<file path="src/rtl/ifetch_align.sv">
// Instruction fetch aligner: turns a byte PC into one 16/32-bit RISC-V instruction,
// issuing one or two word reads and stitching halfwords that straddle a word boundary.
module ifetch_align #(
  parameter int unsigned XLEN        = 32,
  parameter int unsigned MEM_LAT_MAX = 0
) (
  input  logic            clock,
  input  logic            reset,
  input  logic            pc_valid,
  input  logic [XLEN-1:0] pc_i,
  output logic            pc_ready,
  input  logic            flush,
  output logic            mem_req,
  output logic [XLEN-1:0] mem_addr,
  input  logic            mem_ack,
  input  logic [31:0]     mem_rdata,
  output logic            inst_valid,
  input  logic            inst_ready,
  output logic [31:0]     inst_o,
  output logic [XLEN-1:0] inst_pc,
  output logic            inst_rvc,
  output logic            inst_misalign
);

  localparam int unsigned HW_W   = 16;
  localparam int unsigned WORD_W = 32;

  // Memory latency is unbounded; the parameter only records an expected figure.
  if (MEM_LAT_MAX > 0) begin : g_lat_doc
  end

  typedef enum logic [2:0] {IDLE, LO, HI, HOLD, DRAIN} state_t;

  state_t              state_q, state_d;
  logic [XLEN-1:0]     pc_q, pc_d;
  logic [HW_W-1:0]     hw_q, hw_d;
  logic                req_q, req_d;
  logic [XLEN-1:0]     addr_q, addr_d;
  logic                valid_q, valid_d;
  logic [WORD_W-1:0]   inst_q, inst_d;
  logic [XLEN-1:0]     ipc_q, ipc_d;
  logic                rvc_q, rvc_d;
  logic                mis_q, mis_d;
  logic [HW_W-1:0]     sel_hw;

  // Next-state and next-output logic
  always_comb begin
    state_d  = state_q;
    pc_d     = pc_q;
    hw_d     = hw_q;
    req_d    = req_q;
    addr_d   = addr_q;
    inst_d   = inst_q;
    ipc_d    = ipc_q;
    rvc_d    = rvc_q;
    mis_d    = mis_q;
    pc_ready = (state_q == IDLE) && !flush;
    sel_hw   = pc_q[1] ? mem_rdata[31:16] : mem_rdata[15:0];

    case (state_q)
      IDLE: begin
        if (pc_valid && pc_ready) begin
          if (pc_i[0]) begin
            state_d = HOLD;
            inst_d  = '0;
            ipc_d   = pc_i;
            rvc_d   = 1'b0;
            mis_d   = 1'b1;
          end else begin
            state_d = LO;
            pc_d    = pc_i;
            req_d   = 1'b1;
            addr_d  = {pc_i[XLEN-1:2], 2'b00};
          end
        end
      end
      LO, HI: begin
        if (flush) begin
          if (mem_ack) begin
            state_d = IDLE;
            req_d   = 1'b0;
          end else begin
            state_d = DRAIN;
          end
        end else if (mem_ack) begin
          state_d = HOLD;
          req_d   = 1'b0;
          ipc_d   = pc_q;
          mis_d   = 1'b0;
          rvc_d   = 1'b0;
          if (state_q == HI) begin
            inst_d = {mem_rdata[15:0], hw_q};
          end else if (sel_hw[1:0] != 2'b11) begin
            inst_d = {16'h0, sel_hw};
            rvc_d  = 1'b1;
          end else if (!pc_q[1]) begin
            inst_d = mem_rdata;
          end else begin
            // Upper halfword starts a 32-bit instruction: fetch the next word
            state_d = HI;
            req_d   = 1'b1;
            hw_d    = sel_hw;
            addr_d  = addr_q + XLEN'(4);
          end
        end
      end
      HOLD: begin
        if (flush || inst_ready) state_d = IDLE;
      end
      DRAIN: begin
        if (mem_ack) begin
          state_d = IDLE;
          req_d   = 1'b0;
        end
      end
      default: begin
        state_d = IDLE;
        req_d   = 1'b0;
      end
    endcase

    valid_d = (state_d == HOLD);
  end

  // State and output registers
  always_ff @(posedge clock or negedge reset) begin
    if (!reset) begin
      state_q <= IDLE;
      pc_q    <= '0;
      hw_q    <= '0;
      req_q   <= 1'b0;
      addr_q  <= '0;
      valid_q <= 1'b0;
      inst_q  <= '0;
      ipc_q   <= '0;
      rvc_q   <= 1'b0;
      mis_q   <= 1'b0;
    end else begin
      state_q <= state_d;
      pc_q    <= pc_d;
      hw_q    <= hw_d;
      req_q   <= req_d;
      addr_q  <= addr_d;
      valid_q <= valid_d;
      inst_q  <= inst_d;
      ipc_q   <= ipc_d;
      rvc_q   <= rvc_d;
      mis_q   <= mis_d;
    end
  end

  assign mem_req       = req_q;
  assign mem_addr      = addr_q;
  assign inst_valid    = valid_q;
  assign inst_o        = inst_q;
  assign inst_pc       = ipc_q;
  assign inst_rvc      = rvc_q;
  assign inst_misalign = mis_q;

endmodule

</file>
<file path="config.mk">
export PLATFORM = sky130hd
export DESIGN_NAME = ifetch_align
export DESIGN_NICKNAME = d
export VERILOG_FILES = /design/src/rtl/ifetch_align.sv
export SDC_FILE = /design/constraint.sdc
export NUM_CORES = 1
export LEC_CHECK = 0
export ABC_CLOCK_PERIOD_IN_PS = 2130
export CAP_MARGIN = 40
export CORE_ASPECT_RATIO = 0.8
export CORE_MARGIN = 3
export CORE_UTILIZATION = 45
export DETAILED_ROUTE_END_ITERATION = 12
export GPL_TIMING_DRIVEN = 0
export PLACE_DENSITY = 0.86
export SYNTH_ARGS = -nofsm -noshare
export SYNTH_HDL_FRONTEND = slang
export SYNTH_SLANG_ARGS = --single-unit
</file>
<file path="constraint.sdc">
create_clock -name clock -period 2.13 [get_ports clock]
set_input_delay 0.426 -clock clock [delete_from_list [all_inputs] [get_ports clock]]
set_output_delay 0.426 -clock clock [all_outputs]
set_load 0.02 [all_outputs]
</file>
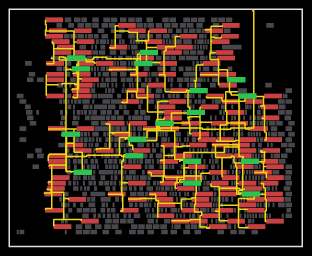
Run 1: clock distribution
Scale: 2 px per um.
Key: red = flip-flops [count 147]; yellow = clock wires [length 1890 um]; green = clock-net drivers [count 17]
Position of the flops: spread over the die.
Post-Route Skew: 8.391 ps
Clock Power Share: 0.194
Late-Pin Clk Latency: 430 ps
clk pwr: 2840 uW

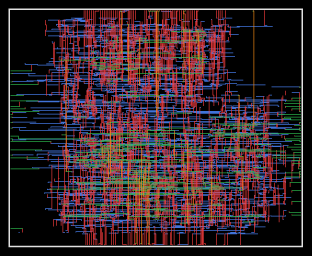
Run 1: signal wires by layer
Scale: 2 px per um.
Key: red = M2 [wire length 10500 um]; orange = M4 [wire length 860 um]; blue = M1 [wire length 10400 um]; green = M3 [wire length 2590 um]
routed vias: 7164
routed length per instance: 20.11 um
wire length after detailed routing: 24330 um
global-route usage over all layers: 0.2767

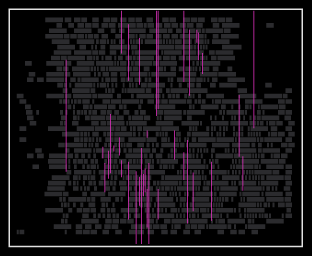
Run 1: met4 routing
Scale: 2 px per um. Cells faint in the background.
The longest straight run is 58.5 um. The layer holds 3.5% of the routed length. 30 nets have wire on it.

==> impl_table.tex, run 1 <==
% Synthesis and place-and-route results
\begin{tabular}{lr}
\hline
Metric & Value \\
\hline
\multicolumn{2}{l}{\textbf{Power}} \\
\quad Worst supply voltage drop on vdd & 0.0006788 V \\
\quad Switching component of the power & a little over 6000 uW \\
\quad Power drawn by the combinational cells & 6740 uW \\
\quad Max power group & combinational logic \\
\quad Total sequential power & just over 5000 uW \\
\quad Total power per unit cell area & approximately 1500 nW/um\^{}2 \\
\quad Power share of the sequential group & 0.346 \\
\quad Part of the total power dissipated in combinational logic & 0.460 \\
\quad Internal power & 8531 uW \\
\multicolumn{2}{l}{\textbf{Global route}} \\
\quad Initial antenna violation count & 0 \\
\quad Aggregate global routing overflow & 0 \\
\quad Wire length of the first global-routing pass & about 37000 um \\
\quad Vias in the first global route & roughly 6600 \\
\multicolumn{2}{l}{\textbf{Finish}} \\
\quad Sequential cell count & 147 \\
\quad Non-Filler Instances & 1210 \\
\quad Final-layout non-clock buffer area share & 0.2121 \\
\quad Final standard cell utilization of the core & 0.6461 \\
\quad Multi-Input Combinational & 579 \\
\quad Signal buffers & 233 \\
\quad Number of nets at the end of the flow & 1058 \\
\quad Final instance area & a little under 10000 sq um \\
\quad Clock buffer cells & 21 \\
\quad Fill count & $\sim$1200 \\
\quad Number of non-clock inverters in the layout & 9 \\
\quad Diodes inserted & 0 \\
\quad Leading cell type in the layout, fill and taps excluded & nand2\_1 \\
\quad Layout-stage area growth over the synthesis result & 39.29\% \\
\multicolumn{2}{l}{\textbf{CTS}} \\
\quad Hold-fix buffers at CTS & 0 \\
\quad CTS tree & done \\
\quad Max Root-Sink Buffers & 2 \\
\quad Number of H-tree branching levels & 4 \\
\quad Clock transition time at the flip-flop clock pins of the worst setup and hold paths & 70 ps \\
\quad Total clock buffers created by CTS & 17 \\
\multicolumn{2}{l}{\textbf{Floorplanning}} \\
\quad Tapcell count & 210 \\
\quad Number of standard-cell rows in the floorplan & 40 \\
\quad X dimension of the die & 145.8 um \\
\quad Die height & 117.8 um \\
\quad Init Core Util & 0.4639 \\
\quad Area inside the core boundary & $\sim$15000 sq um \\
\multicolumn{2}{l}{\textbf{Status}} \\
\quad Status & finished, violations left \\
\quad Violations in the final reports & hold timing \\
\multicolumn{2}{l}{\textbf{Routing}} \\
\quad Antenna-violating nets left & 0 \\
\multicolumn{2}{l}{\textbf{Yosys}} \\
\quad Share of synthesized registers carrying an async set or reset & 1.000 \\
\quad Simple-gate share of the synthesized area & 0.2261 \\
\quad FF+latch count, synth & approximately 150 \\
\quad Post-synthesis share of cell area spent on and-or and or-and gates & 0.1836 \\
\quad Synthesized chip area reported by yosys & 7034 sq um \\
\quad Area of the mapped netlist & 7034 sq um \\
\quad Post-synthesis sequential area ratio & 0.5229 \\
\quad Synthesis Warnings & 0 \\
\quad Unique masters post-synth & 59 \\
\quad Adder-cell share of the synthesized area & 0.001779 \\
\quad Cell total in the yosys stat output & 791 \\
\quad Post-synth tally of flip-flops with integrated enable & 0 \\
\multicolumn{2}{l}{\textbf{Final timing}} \\
\quad Number of endpoints failing setup at the final stage & 0 \\
\quad Post-Route Hold Slack & -5.136 ps \\
\quad Final critical-path setup slack & 45.38 ps \\
\quad Time the final worst path needs with I/O delays and setup & 2085 ps \\
\quad Hold Violations, Final & 1 \\
\quad F\_max & 479.7 MHz \\
\multicolumn{2}{l}{\textbf{Hold path}} \\
\quad Worst min-delay path category & in -> async \\
\multicolumn{2}{l}{\textbf{Worst setup path}} \\
\quad Setup crit start kind & register \\
\quad Top cell family by delay on the critical path & simple AND/OR/NAND/NOR gates \\
\quad Reg2reg end & mem\_addr[13] \\
\quad Length in cells of the worst reg-to-reg path & 6 \\
\quad Data required time at the worst endpoint & 2500 ps \\
\quad Setup crit end & mem\_addr[13] \\
\quad Kind of capture point of the worst setup path & register \\
\quad Crit-path slowest cell & or4\_4 \\
\quad CP bufs+invs & 2 \\
\multicolumn{2}{l}{\textbf{Place}} \\
\quad Routability Congestion & 0.9272 \\
\quad Dpl ws & -733.7 ps \\
\quad Post-DP Area & 9015 sq um \\
\quad Cell Count Post-Placement & 1171 \\
\quad Hpwl dp & 17130 um \\
\quad Number of buffers added on ports & 167 \\
\hline
\end{tabular}
[run 1: timing repair]
| action | CTS | global route |
|---|---|---|
| setup endpoints to repair | 97 | 98 |
| pin swaps | 3 | 7 |
| setup buffers | 1 | 8 |
| resized | 37 | 38 |
[run 1: layer usage]
layer  global-route usage  routed length, um  vias up
met1               0.4097              10410     3412
met5                    0                  0        -
met3              0.06813               2586       80
met2               0.3915              10480      487
li1                     -                  -     3185
met4               0.1074                859        0
[run 1: state kept, by name (all words and copies together), names as in the netlist]
name,cells
inst_o,32
pc_q,31
state_q,3
hw_q,16
inst_rvc,1
mem_addr,30
inst_pc,32
mem_req,1
inst_valid,1
[run 1: cells in the mapped netlist (2+ instances only)]
cell type	count	area, sq um
a211oi_1	2	15.01
a21boi_0	4	30.03
a21o_1	2	15.01
a21oi_1	42	210.2
a22o_1	4	35.03
a22oi_1	16	120.1
a2bb2oi_1	3	26.28
a31oi_1	35	219.0
a41oi_1	2	17.52
and3_1	5	31.28
buf_1	5	18.77
buf_2	12	60.06
buf_4	3	22.52
buf_6	2	22.52
clkbuf_1	35	131.4
dfrtp_1	147	3679
inv_1	9	33.78
mux2i_1	16	160.2
nand2_1	222	833.3
nand2b_1	4	25.02
nand3_1	21	105.1
nand3b_1	4	30.03
nand4_1	16	100.1
nor2_1	68	255.2
nor2b_1	3	18.77
nor3_1	6	30.03
nor4_1	3	18.77
nor4_2	2	25.02
o21ai_0	27	135.1
o22ai_1	7	43.79
o2bb2ai_1	32	280.3
o311ai_0	3	26.28
o311ai_1	2	17.52
or4_1	2	15.01
[run 1: worst reg2reg max path, stage by stage (launching register included)]
cell,delay (ps)
dfrtp_1,370
buf_6,140
or2_4,240
or4_4,510
buf_6,160
or4b_1,510
nand3_1,100
==> run 2, diff against run 1 <==
--- a/config.mk
+++ b/config.mk
@@ -6,7 +6,6 @@
 export NUM_CORES = 1
 export LEC_CHECK = 0
 export ABC_CLOCK_PERIOD_IN_PS = 2130
-export CAP_MARGIN = 40
 export CORE_ASPECT_RATIO = 0.8
 export CORE_MARGIN = 3
 export CORE_UTILIZATION = 45
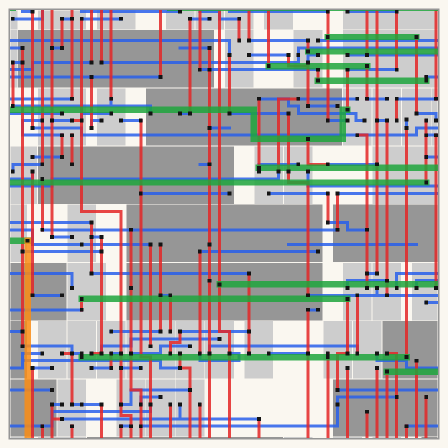
Run 2: zoomed window
Region (99, 19) to (119, 39) um. Cells in grey, sequential cells in the stronger grey; small squares are vias.
Key: green = M3; blue = M1; orange = M4; red = M2
Netlist names of flops here include pc_q (4), inst_pc (3). Sequential cells in the window: 7. Most frequent: nand2_1 (23), dfrtp_1 (7). 36 logic cells have their middle in the window.

==> run 2 against run 1 <==
  * The flow now finishes without violations
  * Global-route usage down 0.25 points
  * Register-to-register slack got worse by 20 ps
  * Combinational power is essentially flat
  * Critical path type unchanged
==> impl_table.tex, run 2 <==
% Synthesis and place-and-route results
\begin{tabular}{lr}
\hline
Metric & Value \\
\hline
\multicolumn{2}{l}{\textbf{Floorplanning}} \\
\quad Die height & 117.8 um (unchanged) \\
\quad Number of standard-cell rows in the floorplan & 40 (unchanged) \\
\quad X dimension of the die & 145.8 um (unchanged) \\
\quad Area inside the core boundary & 15160 sq um (unchanged) \\
\quad Init Core Util & 0.4639 (unchanged) \\
\multicolumn{2}{l}{\textbf{Routing}} \\
\quad WL met2 & 10530 um (+0.43\%) \\
\quad Highest signal layer in the routed design & met4 \\
\quad Antenna-violating nets left & 0 (unchanged) \\
\quad Routed vias & 7210 (+0.64\%) \\
\quad DR WL met3 & 2780 um (+7.5\%) \\
\quad Routed length per instance & 20.11 um (unchanged) \\
\multicolumn{2}{l}{\textbf{Place}} \\
\quad Dpl ws & -712.3 ps (+21.40 ps) \\
\quad Routability Congestion & 0.9272 (unchanged) \\
\quad Number of buffers added on ports & 167 (unchanged) \\
\quad Post-DP Area & 9010 sq um (about the same) \\
\multicolumn{2}{l}{\textbf{Global route}} \\
\quad Aggregate global routing overflow & 0 (unchanged) \\
\quad Gr busiest metal & met1 \\
\quad Global Route met2 Usage & 0.3924 (+0.0008713) \\
\quad Initial antenna violation count & 0 (unchanged) \\
\quad Global-route usage over all layers & 0.2742 (-0.002540) \\
\quad Global-route track usage on met1 & 0.4034 (-0.006266) \\
\quad GR Layer Usage met3 & 0.07467 (+0.006543) \\
\multicolumn{2}{l}{\textbf{Worst setup path}} \\
\quad Setup crit start kind & register \\
\quad Reg2reg end & mem\_addr[28] \\
\quad Length in cells of the worst reg-to-reg path & 6 (unchanged) \\
\quad Crit-path slowest cell & or4\_4 \\
\multicolumn{2}{l}{\textbf{Power}} \\
\quad Clock Power Share & 0.197 (+0.003) \\
\quad Part of the total power dissipated in combinational logic & 0.459 (about the same) \\
\quad Total power per unit cell area & 1497 nW/um\^{}2 (about the same) \\
\quad Switching component of the power & 6165 uW (+0.70\%) \\
\multicolumn{2}{l}{\textbf{Yosys}} \\
\quad Area share of the largest cell type after synthesis & 0.5229 (unchanged) \\
\quad Simple-gate share of the synthesized area & 0.2261 (unchanged) \\
\quad Cell total in the yosys stat output & 791 (unchanged) \\
\quad FF+latch count, synth & 147 (unchanged) \\
\quad Commonest cells in the synthesized netlist & nand2\_1, dfrtp\_1, nor2\_1 \\
\quad Count leader, synth & nand2\_1 \\
\quad Main area contributors & dfrtp\_1, nand2\_1, o2bb2ai\_1 \\
\quad Synthesized chip area reported by yosys & 7034 sq um (unchanged) \\
\quad Synthesis Warnings & 0 (unchanged) \\
\quad Cell taking the most area after synthesis & dfrtp\_1 \\
\multicolumn{2}{l}{\textbf{CTS}} \\
\quad Total clock buffers created by CTS & 17 (unchanged) \\
\quad Max Root-Sink Buffers & 2 (unchanged) \\
\quad Number of H-tree branching levels & 4 (unchanged) \\
\quad CTS tree & done \\
\quad Clock transition time at the flip-flop clock pins of the worst setup and hold paths & 60 ps (about the same) \\
\multicolumn{2}{l}{\textbf{Finish}} \\
\quad Non-Filler Instances & 1210 (unchanged) \\
\quad Final instance area & 9832 sq um (+0.34\%) \\
\quad Final standard cell utilization of the core & 0.6484 (+0.002228) \\
\quad Leading cell type in the layout, fill and taps excluded & nand2\_1 \\
\multicolumn{2}{l}{\textbf{Final timing}} \\
\quad Time the final worst path needs with I/O delays and setup & 2101 ps (+16.02 ps) \\
\quad Hold Violations, Final & 0 (-1) \\
\quad Post-Route Hold Slack & 282.3 ps (+287.4 ps) \\
\quad Final critical-path setup slack & 29.36 ps (-16.02 ps) \\
\quad F\_max & 476.0 MHz (-0.76\%) \\
\multicolumn{2}{l}{\textbf{Status}} \\
\quad Status & finished, final reports clean \\
\hline
\end{tabular}
run 2: repair_timing:
| item | 4_1_cts | 5_1_grt |
|---|---|---|
| hold buffers | 1 | 0 |
| gates resized | 37 | 39 |
| cloned | 0 | 0 |
| endpoints found under the hold margin | 46 | 0 |
| setup buffers | 1 | 8 |
| pin swaps | 2 | 7 |
| setup endpoints to repair | 96 | 98 |
run 2: cell type report:
cell class	count	share of cell area
well taps	210	0.02672
clock buffers	19	0.04607
repair buffers	178	0.1805
multi-input cells	579	0.3257
plain buffers	55	0.03143
inverters	9	0.003436
clock inverters	13	0.01196
flip-flops and latches	147	0.3743
run 2: worst max-delay path by stage:
stage                   from  depth (start not counted)            to  slack (ps)
2_1_floorplan     state_q[1]                          6  mem_addr[31]          50
3_3_place_gp           reset                          1   mem_addr[8]       -5250
3_5_place_dp   mem_rdata[17]                          7    inst_o[21]        -710
4_1_cts           state_q[2]                          3      pc_ready         0.6
5_1_grt           state_q[0]                          6    inst_o[12]         -40
6_report          state_q[2]                          6  mem_addr[28]          30
run 2: cell families after synthesis:
family	count (synthesis)
AND-OR/OR-AND	193
XOR/XNOR	1
adder cells (fa/ha/maj)	1
buffers and inverters	66
flip-flops	147
multiplexers	16
other	1
AND/OR/NAND/NOR	366
run 2: power by group through the flow:
stage | Combinational [uW] | Clock, uW | Sequential, uW
after floorplan | 2580 | 0 | 5850
after global routing | 7210 | 3030 | 5220
after CTS | 6560 | 2910 | 5020
final | 6750 | 2890 | 5070
after global placement | 6290 | 0 | 5010
after detailed placement | 6440 | 0 | 5030
run 2: critical path: cells and delay by family, from the launching register on:
kind / cells / cell delay, ps
AOI/OAI and AO/OA: 1 / 320
buffers and inverters: 3 / 540
DFF: 1 / 370
and+or+nand+nor: 2 / 750
==> run 3, diff against run 2 <==
--- a/config.mk
+++ b/config.mk
@@ -12,6 +12,7 @@
 export DETAILED_ROUTE_END_ITERATION = 12
 export GPL_TIMING_DRIVEN = 0
 export PLACE_DENSITY = 0.86
+export SLEW_MARGIN = 20
 export SYNTH_ARGS = -nofsm -noshare
 export SYNTH_HDL_FRONTEND = slang
 export SYNTH_SLANG_ARGS = --single-unit
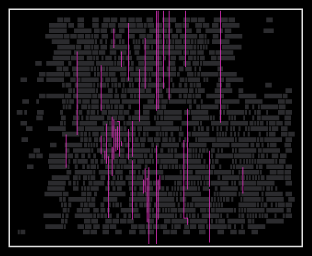
Run 3: met4 routing
Scale: 2 px per um. Cells faint in the background.
The layer carries 949 um of wire. The layer holds 3.9% of the routed length. 35 nets have wire on it.
wire length after detailed routing: 24430 um
routed vias: 7251

==> run 3 against run 2 <==
  * The run now ends with setup timing left
  * Cell area about the same
  * Critical path depth unchanged
  * Via count up 0.57%
  * Largest cell class unchanged
  * Highest routed layer unchanged
==> impl_table.tex, run 3 <==
% Synthesis and place-and-route results
\begin{tabular}{lr}
\hline
Metric & Value \\
\hline
\multicolumn{2}{l}{\textbf{Finish}} \\
\quad Leading cell type in the layout, fill and taps excluded & nand2\_1 \\
\quad Fill count & 1169 \\
\quad Fraction of final layout cells sized beyond drive strength 1 & 0.1098 \\
\quad Final instance area & 9823 sq um (about the same) \\
\quad Most frequently placed logic cells in the final layout & nand2\_1, clkdlybuf4s50\_1, dfrtp\_1, nor2\_1, a21oi\_1 \\
\multicolumn{2}{l}{\textbf{Yosys}} \\
\quad Synthesis Warnings & 0 (unchanged) \\
\quad Commonest cells in the synthesized netlist & nand2\_1, dfrtp\_1, nor2\_1 \\
\quad Cell total in the yosys stat output & 791 (unchanged) \\
\quad Gate Count Post-Synth & 791 \\
\quad Area share of the largest cell type after synthesis & 0.5229 (unchanged) \\
\quad Synthesized chip area reported by yosys & 7034 sq um (unchanged) \\
\quad Count leader, synth & nand2\_1 \\
\quad Cell taking the most area after synthesis & dfrtp\_1 \\
\quad Main area contributors & dfrtp\_1, nand2\_1, o2bb2ai\_1 \\
\quad FF+latch count, synth & 147 (unchanged) \\
\quad Post-synthesis sequential area ratio & 0.5229 \\
\quad Per-instance average area after synthesis & 8.893 sq um \\
\quad Unique masters post-synth & 59 \\
\quad Post-synth tally of flip-flops with integrated enable & 0 \\
\multicolumn{2}{l}{\textbf{CTS}} \\
\quad Late-Pin Clk Latency & 430 ps \\
\quad Total clock buffers created by CTS & 17 (unchanged) \\
\quad Number of H-tree branching levels & 4 (unchanged) \\
\quad CTS tree & done \\
\quad Max Root-Sink Buffers & 2 (unchanged) \\
\quad Clock transition time at the flip-flop clock pins of the worst setup and hold paths & 60 ps (about the same) \\
\quad Root buffer selected by CTS & clkbuf\_16 \\
\multicolumn{2}{l}{\textbf{Worst setup path}} \\
\quad Crit-path slowest cell & or4\_4 \\
\quad Top cell family by delay on the critical path & simple AND/OR/NAND/NOR gates \\
\quad Reg2reg end & mem\_addr[24] \\
\quad Length in cells of the worst reg-to-reg path & 6 (unchanged) \\
\quad Setup crit end & mem\_addr[24] \\
\quad Cell count along the critical path & 6 (unchanged) \\
\quad CP bufs+invs & 3 (unchanged) \\
\quad Worst setup startpoint & state\_q[2] \\
\quad Maximum cell stage delay along the critical path & 520 ps \\
\quad Data required time at the worst endpoint & $\sim$2400 ps \\
\quad Max FO, Critical Path & 8 \\
\quad Setup crit start kind & register \\
\multicolumn{2}{l}{\textbf{Final timing}} \\
\quad F\_max & 444.6 MHz (-6.6\%) \\
\quad Slew Limit Headroom & 0.6169 \\
\quad Post-Route Skew & roughly 8.5 ps \\
\quad Hold Violations, Final & 0 (unchanged) \\
\quad Final critical-path setup slack & -119.0 ps (-148.3 ps) \\
\quad Fin crit share & 1.056 \\
\quad Worst Tran Pin Value & between 500 and 600 ps \\
\quad Number of endpoints failing setup at the final stage & 1 \\
\quad Time the final worst path needs with I/O delays and setup & 2249 ps (+148.3 ps) \\
\quad Slew Limit Fails & 0 \\
\multicolumn{2}{l}{\textbf{Power}} \\
\quad Clk pwr & 2850 uW (-1\%) \\
\quad Max power group & combinational logic \\
\quad Clock Power Share & 0.194 (-0.003) \\
\quad Switching Fraction & 0.4206 \\
\quad Total power per unit cell area & 1493 nW/um\^{}2 (-0.21\%) \\
\quad Power drawn by the combinational cells & 6740 uW (about the same) \\
\quad Part of the total power dissipated in combinational logic & 0.459 (about the same) \\
\quad Worst supply voltage drop on vdd & about 0.00081 V \\
\quad Total sequential power & 5090 uW (about the same) \\
\quad Switching component of the power & 6171 uW (about the same) \\
\multicolumn{2}{l}{\textbf{Routing}} \\
\quad Wl on met1 & 10310 um \\
\quad Highest signal layer in the routed design & met4 \\
\quad Antenna-violating nets left & 0 (unchanged) \\
\quad WL met2 & 10640 um (+1.1\%) \\
\quad Routed length per instance & 20.15 um (+0.21\%) \\
\quad DR WL met3 & 2521 um (-9.3\%) \\
\multicolumn{2}{l}{\textbf{Global route}} \\
\quad Vias in the first global route & 6569 \\
\quad Initial antenna violation count & 0 (unchanged) \\
\quad Aggregate global routing overflow & 0 (unchanged) \\
\quad Global-route usage over all layers & 0.2715 (-0.002721) \\
\multicolumn{2}{l}{\textbf{Floorplanning}} \\
\quad Area inside the core boundary & 15160 sq um (unchanged) \\
\quad I/O pin count & around 170 \\
\quad Die height & 117.8 um (unchanged) \\
\quad Number of standard-cell rows in the floorplan & 40 (unchanged) \\
\quad Init Core Util & 0.4639 (unchanged) \\
\quad X dimension of the die & 145.8 um (unchanged) \\
\multicolumn{2}{l}{\textbf{Place}} \\
\quad Dpl ws & -707.4 ps (+4.811 ps) \\
\quad Routability Congestion & 0.9272 (unchanged) \\
\quad Post-DP Area & 9014 sq um (about the same) \\
\quad Number of buffers added on ports & 167 (unchanged) \\
\multicolumn{2}{l}{\textbf{Status}} \\
\quad Violations in the final reports & setup timing \\
\quad Status & finished, violations left \\
\multicolumn{2}{l}{\textbf{Hold path}} \\
\quad Beginning of the worst hold path & mem\_ack \\
\quad Worst min-delay path endpoint & state\_q[2] \\
\hline
\end{tabular}
==> run 3: netlist changes by cell type in the layout (fill, tap and decap cells not counted), moves of 2 or more <==
| cell | delta |
|---|---|
| clkbuf_2 | -4 |
| clkinvlp_4 | +3 |
| clkbuf_1 | +2 |
| buf_2 | +2 |
| buf_8 | +3 |
| buf_6 | -2 |
==> run 3: per-layer routing <==
metal	vias up	track usage
met5	-	0
met1	3485	0.3990
li1	3191	-
met4	0	0.1032
met2	488	0.3906
met3	87	0.06390
==> run 3: area by class of cell <==
type                       count  area [sq um]  share of cell area
multi-input combinational    579          3182              0.3239
buffer                        55         317.8             0.03235
tap                          210         262.8             0.02675
clock inverter                14         117.6             0.01197
sequential                   147          3680              0.3746
clock buffer                  18         439.2             0.04471
inverter                       9         33.78            0.003439
timing repair buffer         180          1790              0.1823
==> run 3: metrics by stage <==
stage / instances / hold slack (ps) / utilization / power, uW
floorplan: 792 / 130.4 / - / 8429
global placement: 1169 / 449.2 / 0.5922 / 11300
detailed placement: 1170 / 435.0 / 0.5944 / 11470
CTS: 1202 / 277.0 / 0.6379 / 14430
global route: 1212 / 322.2 / 0.6478 / 15400
finish: 1212 / 303.5 / 0.6478 / 14670
==> run 3: what timing repair did <==
action | in CTS | in global routing
setup endpoints to repair | 97 | 101
hold buffers | 1 | 0
resized | 37 | 35
buffers inserted | 1 | 10
hold endpoints to repair | 72 | 0
pin swaps | 2 | 7
==> run 3: kinds of logic after synthesis <==
group	Yosys count	share of synthesized area
AOI/OAI and AO/OA	193	0.1836
xor gates and xnor gates	1	0.001245
adders and majority gates	1	0.001778
buffers and inverters	66	0.04109
DFF	147	0.5229
muxes	16	0.02277
other	1	0.0005331
and+or+nand+nor	366	0.2261
No activity file was given, so power comes from the tool's default toggle rates.
